==> src/rtl/array_pkg.sv <==
// Shared types and constants for the dual-port word array (array_mp).
package array_pkg;

  localparam int unsigned NDef  = 16;
  localparam int unsigned AwDef = 4;
  localparam int unsigned DwDef = 32;

  localparam logic Port0 = 1'b0;
  localparam logic Port1 = 1'b1;

  typedef enum logic [0:0] {StInit, StRun} state_e;

  // Widened compare keeps the range check meaningful when N is not a power of two.
  function automatic logic addr_ok(input int unsigned addr, input int unsigned n);
    return addr < n;
  endfunction

endpackage

==> src/rtl/array_mp_if.sv <==
// Request/response bundle for the two access ports of array_mp.
interface array_mp_if
  import array_pkg::*;
#(
  parameter int unsigned AW = AwDef,
  parameter int unsigned DW = DwDef
);
  logic          out0_valid;
  logic          out0_we;
  logic [AW-1:0] out0_addr;
  logic [DW-1:0] out0_di;
  logic [DW-1:0] out0_do;
  logic          out0_ready;

  logic          out1_valid;
  logic          out1_we;
  logic [AW-1:0] out1_addr;
  logic [DW-1:0] out1_di;
  logic [DW-1:0] out1_do;
  logic          out1_ready;

  modport master (
    output out0_valid, out0_we, out0_addr, out0_di,
    output out1_valid, out1_we, out1_addr, out1_di,
    input  out0_do, out0_ready, out1_do, out1_ready
  );

  modport slave (
    input  out0_valid, out0_we, out0_addr, out0_di,
    input  out1_valid, out1_we, out1_addr, out1_di,
    output out0_do, out0_ready, out1_do, out1_ready
  );
endinterface

==> src/rtl/array_wr_arb.sv <==
// Two-requester round-robin write arbiter; rr flips only on contested cycles.
module array_wr_arb
  import array_pkg::*;
(
  input  logic clk,
  input  logic nrst,
  input  logic en,
  input  logic req0,
  input  logic req1,
  output logic gnt0,
  output logic gnt1
);

  logic rr_q, rr_d;

  always_comb begin
    gnt0 = en & req0;
    gnt1 = en & req1;
    rr_d = rr_q;
    if (en && req0 && req1) begin
      // Holder of rr wins, then hands priority to the loser.
      gnt0 = (rr_q == Port0);
      gnt1 = (rr_q == Port1);
      rr_d = ~rr_q;
    end
  end

  always_ff @(posedge clk or negedge nrst) begin
    if (!nrst) begin
      rr_q <= Port0;
    end else begin
      rr_q <= rr_d;
    end
  end

endmodule

==> src/rtl/array_mp.sv <==
// Dual-port word array: async reads, one arbitrated write per cycle.
// ARRAY_MP_INIT_EN enables a post-reset sweep writing data[i] = i.
module array_mp
  import array_pkg::*;
#(
  parameter int unsigned N  = NDef,
  parameter int unsigned AW = AwDef,
  parameter int unsigned DW = DwDef
) (
  input  logic      clk,
  input  logic      nrst,
  array_mp_if.slave bus,
  output logic      busy
);

  logic [DW-1:0] mem_q [N];

  logic          run;
  logic          en;
  logic          init_we;
  logic [AW-1:0] init_addr;
  logic          gnt0, gnt1;
  logic          wr_en;
  logic [AW-1:0] wr_addr;
  logic [DW-1:0] wr_data;

`ifdef ARRAY_MP_INIT_EN
  state_e        state_q, state_d;
  logic [AW-1:0] cnt_q, cnt_d;

  always_ff @(posedge clk or negedge nrst) begin
    if (!nrst) begin
      state_q <= StInit;
      cnt_q   <= '0;
    end else begin
      state_q <= state_d;
      cnt_q   <= cnt_d;
    end
  end

  always_comb begin
    state_d = state_q;
    cnt_d   = cnt_q;
    if (state_q == StInit) begin
      cnt_d = cnt_q + AW'(1);
      if (cnt_q == AW'(N - 1)) begin
        state_d = StRun;
        cnt_d   = '0;
      end
    end
  end

  assign run       = (state_q == StRun);
  assign busy      = (state_q == StInit);
  assign init_we   = (state_q == StInit);
  assign init_addr = cnt_q;
`else
  assign run       = 1'b1;
  assign busy      = 1'b0;
  assign init_we   = 1'b0;
  assign init_addr = '0;
`endif

  // nrst gating keeps both ready low for the whole time reset is held.
  assign en = run & nrst;

  array_wr_arb u_arb (
    .clk  (clk),
    .nrst (nrst),
    .en   (en),
    .req0 (bus.out0_valid & bus.out0_we),
    .req1 (bus.out1_valid & bus.out1_we),
    .gnt0 (gnt0),
    .gnt1 (gnt1)
  );

  assign bus.out0_ready = en & bus.out0_valid & (~bus.out0_we | gnt0);
  assign bus.out1_ready = en & bus.out1_valid & (~bus.out1_we | gnt1);

  always_comb begin
    wr_en   = 1'b0;
    wr_addr = init_addr;
    wr_data = DW'(init_addr);
    if (init_we) begin
      wr_en = 1'b1;
    end else if (gnt0) begin
      wr_en   = addr_ok(32'(bus.out0_addr), N);
      wr_addr = bus.out0_addr;
      wr_data = bus.out0_di;
    end else if (gnt1) begin
      wr_en   = addr_ok(32'(bus.out1_addr), N);
      wr_addr = bus.out1_addr;
      wr_data = bus.out1_di;
    end
  end

  // Storage is deliberately not reset; an edge seen with nrst low drops its write.
  always_ff @(posedge clk) begin
    if (wr_en && nrst) begin
      mem_q[wr_addr] <= wr_data;
    end
  end

  assign bus.out0_do = addr_ok(32'(bus.out0_addr), N) ? mem_q[bus.out0_addr] : '0;
  assign bus.out1_do = addr_ok(32'(bus.out1_addr), N) ? mem_q[bus.out1_addr] : '0;

endmodule

==> src/flat_wrapper.sv <==
// flat-port wrapper written by rule: the top's interface ports become plain ports
module array_mp_flat import array_pkg::*;
#(
  parameter int unsigned N  = NDef,
  parameter int unsigned AW = AwDef,
  parameter int unsigned DW = DwDef
)
  (clk, nrst, busy, bus_out0_valid, bus_out0_we, bus_out0_addr, bus_out0_di, bus_out1_valid, bus_out1_we, bus_out1_addr, bus_out1_di, bus_out0_do, bus_out0_ready, bus_out1_do, bus_out1_ready);
  array_mp_if #(.AW(AW), .DW(DW)) bus_i ();
  input  logic clk;
  input  logic nrst;
  output logic busy;
  input wire logic [$bits(bus_i.out0_valid)-1:0] bus_out0_valid;
  input wire logic [$bits(bus_i.out0_we)-1:0] bus_out0_we;
  input wire logic [$bits(bus_i.out0_addr)-1:0] bus_out0_addr;
  input wire logic [$bits(bus_i.out0_di)-1:0] bus_out0_di;
  input wire logic [$bits(bus_i.out1_valid)-1:0] bus_out1_valid;
  input wire logic [$bits(bus_i.out1_we)-1:0] bus_out1_we;
  input wire logic [$bits(bus_i.out1_addr)-1:0] bus_out1_addr;
  input wire logic [$bits(bus_i.out1_di)-1:0] bus_out1_di;
  output wire logic [$bits(bus_i.out0_do)-1:0] bus_out0_do;
  output wire logic [$bits(bus_i.out0_ready)-1:0] bus_out0_ready;
  output wire logic [$bits(bus_i.out1_do)-1:0] bus_out1_do;
  output wire logic [$bits(bus_i.out1_ready)-1:0] bus_out1_ready;
  assign bus_i.out0_valid = bus_out0_valid;
  assign bus_i.out0_we = bus_out0_we;
  assign bus_i.out0_addr = bus_out0_addr;
  assign bus_i.out0_di = bus_out0_di;
  assign bus_i.out1_valid = bus_out1_valid;
  assign bus_i.out1_we = bus_out1_we;
  assign bus_i.out1_addr = bus_out1_addr;
  assign bus_i.out1_di = bus_out1_di;
  assign bus_out0_do = bus_i.out0_do;
  assign bus_out0_ready = bus_i.out0_ready;
  assign bus_out1_do = bus_i.out1_do;
  assign bus_out1_ready = bus_i.out1_ready;
  array_mp #(.N(N), .AW(AW), .DW(DW)) u_core (.clk(clk), .nrst(nrst), .bus(bus_i), .busy(busy));
endmodule
==> config.mk <==
export PLATFORM = sky130hd
export DESIGN_NAME = array_mp_flat
export DESIGN_NICKNAME = d
export VERILOG_FILES = /design/src/rtl/array_pkg.sv /design/src/rtl/array_mp_if.sv /design/src/rtl/array_wr_arb.sv /design/src/rtl/array_mp.sv /design/src/flat_wrapper.sv
export SDC_FILE = /design/constraint.sdc
export NUM_CORES = 1
export LEC_CHECK = 0
export ABC_AREA = 0
export CAP_MARGIN = 10
export CORE_AREA = 2 2 287 289
export CTS_BUF_LIST = sky130_fd_sc_hd__clkbuf_16
export CTS_CLUSTER_SIZE = 30
export DETAILED_ROUTE_END_ITERATION = 8
export DIE_AREA = 0 0 289 291
export SKIP_CTS_REPAIR_TIMING = 1
export SYNTH_ARGS = -nofsm -noshare
export SYNTH_HDL_FRONTEND = slang
export SYNTH_HIERARCHICAL = 1
export SYNTH_SLANG_ARGS = --single-unit
==> constraint.sdc <==
create_clock -name clk -period 3.57 [get_ports clk]
set_input_delay 0.5355 -clock clk [delete_from_list [all_inputs] [get_ports clk]]
set_output_delay 0.5355 -clock clk [all_outputs]
set_load 0.005 [all_outputs]
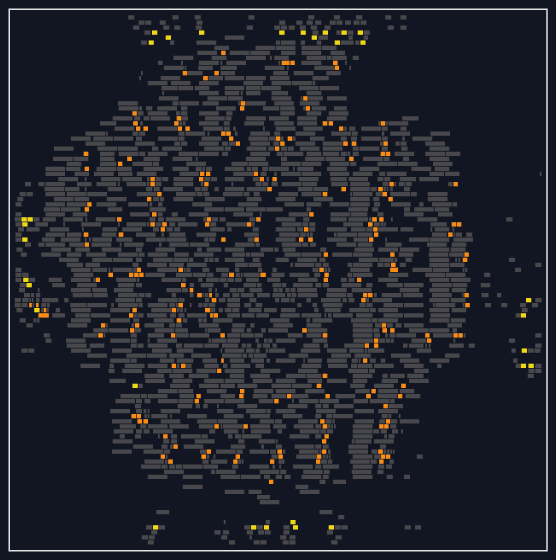
*Gate families picked out*
color	family	cells
orange	inverting AOI/OAI gates	200
yellow	AND-OR and OR-AND gates	31
commonest non-fill, non-tap cell in the layout: edfxtp_1
Comb area share: 27.5%

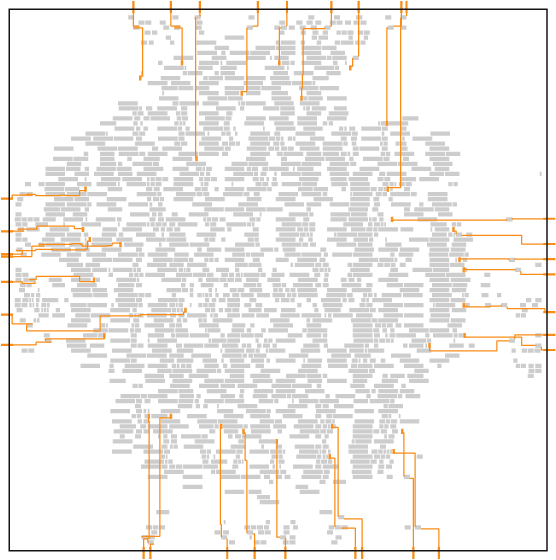
*Wires at chosen ports, followed through buffers*
color	port	direction	end cells	buffers	wire
orange	`bus_out1_do`	output	32	32	1940 um
I/O pins: 145
Port Buffers: 143

==> flow_metrics.rpt <==
IMPLEMENTATION SUMMARY REPORT
----------------------------------------------------
[Logic synthesis]
  Mean instance size in the synthesized netlist ........................ around 17 um^2
  Cell accounting for the most synthesized area ........................ edfxtp_1
  Leading cell types by total area after synthesis ........................ edfxtp_1 (64%), mux4_2 (13%), mux2i_1 (9.6%), a22oi_1 (5.7%), nand3_1 (1.2%)
  Fraction of the yosys area taken by sequential cells ........................ between 60% and 70%

[Cells and area]
  Design area ........................ 29900 um^2
  Tally of filler cells in the layout ........................ ~7500

[Floorplan]
  Floorplan die area ........................ about 84000 um^2
  Die extent in x ........................ approximately 290 um
  Core Util at FP ........................ around 30%

[Pwr]
  Total power per unit cell area ........................ 452 nW/um^2
  Post-route total power ........................ about 14 mW

[Clock tree]
  Clock root cell ........................ clkbuf_16
  TritonCTS sink count ........................ ~510
  Worst-case clock buffer depth ........................ 3
  Clock H-tree levels ........................ 2
  CTS tree ........................ built

[Hold path]
  Class of the worst hold path ........................ in2async

[Critical path]
  Slack of the worst reg-to-reg path ........................ ~1.1 ns
  Worst setup SP type ........................ input port
  Kind of critical path ........................ in2out
  Launch instance of the worst register-to-register path ........................ u_core/u_arb/rr_q
  Critical Path AT ........................ 2.83 ns
  Logic depth of the worst register-to-register path ........................ 6

[Final timing]
  Max Transition Viols Final ........................ 0
  Actual slew at the worst max-slew pin ........................ 0.865 ns
  Setup-failing EPs final ........................ 0
  Fmax ........................ roughly 300 MHz
  Relative slew slack ........................ roughly 42%

[Job]
  Tool warnings ........................ 26

[Routing]
  Post-DRT Antenna Nets ........................ 0

[Outcome]
  Result of the run ........................ complete, no violations

----------------------------------------------------
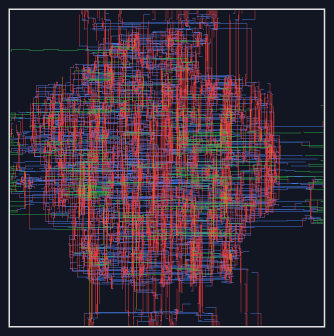
*Metal layers overlaid*
color	layer	wire length
red	met2	38.2 mm
blue	met1	30.4 mm
green	met3	6360 um
orange	met4	2270 um
total number of vias: 15288
total length of routed wires: 77200 um
drt wl/cell: 28.0 um
GRT Util Overall: 18.2%

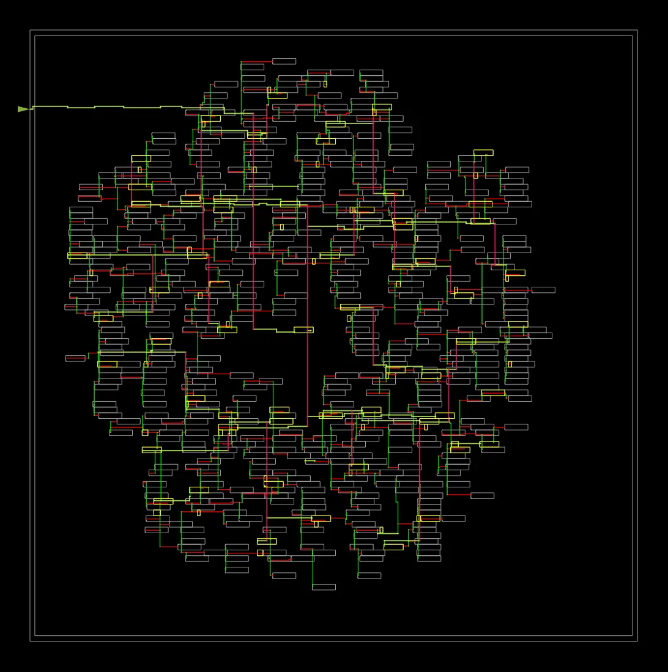
*Clock routing*
clock latency on the worst-skew pair: 0.61 ns
clock group power: 5.44 mW
largest clock skew in the final design: 0.0218 ns

[power by group]
group	internal (mW)	switching [mW]	total, mW
clock	3.14	2.30	5.44
combinational	0.654	0.757	1.41
sequential	6.65	0.0187	6.67
total	10.4	3.08	13.5
[stage by stage]
stage	hold slack, ns	setup slack (ns)	instances
after floorplan	0.240	0.172	1409
after global placement	0.533	0.222	2659
after detailed placement	0.547	0.196	2659
after CTS	0.236	0.185	2758
after global routing	0.266	0.134	2759
final	0.258	0.201	2759
[layer usage]
| metal | wire length, um | part of all wire [%] | global-route usage, % |
|---|---|---|---|
| met5 | 0 | 0 | 0 |
| met4 | 2270 | 2.9 | 5.36 |
| met3 | 6360 | 8.2 | 3.51 |
| met2 | 38200 | 49 | 30.9 |
| met1 | 30400 | 39 | 23.5 |
[kinds of logic after synthesis]
kind of cell / count (synthesis) / share of synthesized area (%)
other: 1 / 0.0156
and+or+nand+nor: 172 / 3.19
muxes: 372 / 22.7
buffers and inverters: 119 / 2.85
xor gates and xnor gates: 1 / 0.0363
AOI/OAI and AO/OA: 231 / 7.33
DFF: 513 / 63.9
[synthesized netlist by cell type, drive strengths merged]
cell	count
mux4	140
nand3b	1
conb	1
or2	1
o21ai	3
a21oi	4
a22oi	186
a22o	31
o31ai	1
nand2	72
inv	5
clkbuf	51
nor2b	8
mux2i	232
nor2	23
nand3	59
a31oi	1
a21boi	1
dfrtp	1
and2	6
nor3b	1
edfxtp	512
a32oi	3
xnor2	1
buf	63
o211ai	1
nand2b	1
[worst max-delay path by stage]
stage	start	end	slack [ns]
floorplan	bus_out1_valid	u_core/mem_q[5][0]	0.17
global placement	bus_out0_addr[2]	bus_out0_do[26]	0.22
detailed placement	bus_out0_addr[2]	bus_out0_do[26]	0.20
CTS	bus_out0_addr[2]	bus_out0_do[26]	0.18
global route	bus_out0_addr[2]	bus_out0_do[26]	0.13
finish	bus_out0_addr[2]	bus_out0_do[26]	0.20
[cell type report]
type	instances	area, um^2	area share (%)
multi-input cells	777	8230	27.5
clock inverters	44	333	1.11
diodes	1	2.50	0.00836
repair buffers	294	3220	10.8
clock buffers	55	1380	4.60
flip-flops and latches	513	15400	51.5
well taps	1070	1340	4.47
inverters	5	18.8	0.0627
[critical path: stages]
cell             delay [ns]
buf_2                  0.46
buf_4                  0.43
mux4_2                 0.36
a22oi_1                0.37
nand2_1                0.15
clkdlybuf4s50_1        0.49
[cells in the final DEF (no fill, tap or decap), types with 2 or more instances in the layout]
master           synthesis  final
a22oi_1                184    184
a22o_1                  31     31
nor2b_1                  8      2
bufinv_16                0      5
a21oi_1                  4      3
mux4_2                 140    140
nand3_1                 59     59
inv_1                    5     15
clkbuf_16                0     55
nor2b_4                  0      5
nor2_2                   1      3
clkdlybuf4s50_1          0    136
clkinv_1                 0     13
nand2_1                 72     72
buf_8                    3      2
and2_1                   6      5
inv_6                    0      2
buf_2                   31      4
a32oi_1                  3      3
edfxtp_1               512    512
o21ai_0                  3      3
clkinv_2                 0     11
nor2_4                   0     20
mux2i_1                232    232
a22oi_2                  2      2
buf_12                   2     53
buf_4                   15     98
clkinvlp_4               0      2
[flip-flops by register name (all words and copies together) (netlist names)]
signal,flops
u_core/mem_q,512
u_core/u_arb/rr_q,1
Power figures rest on the tool's default switching activity, not on a simulated workload.
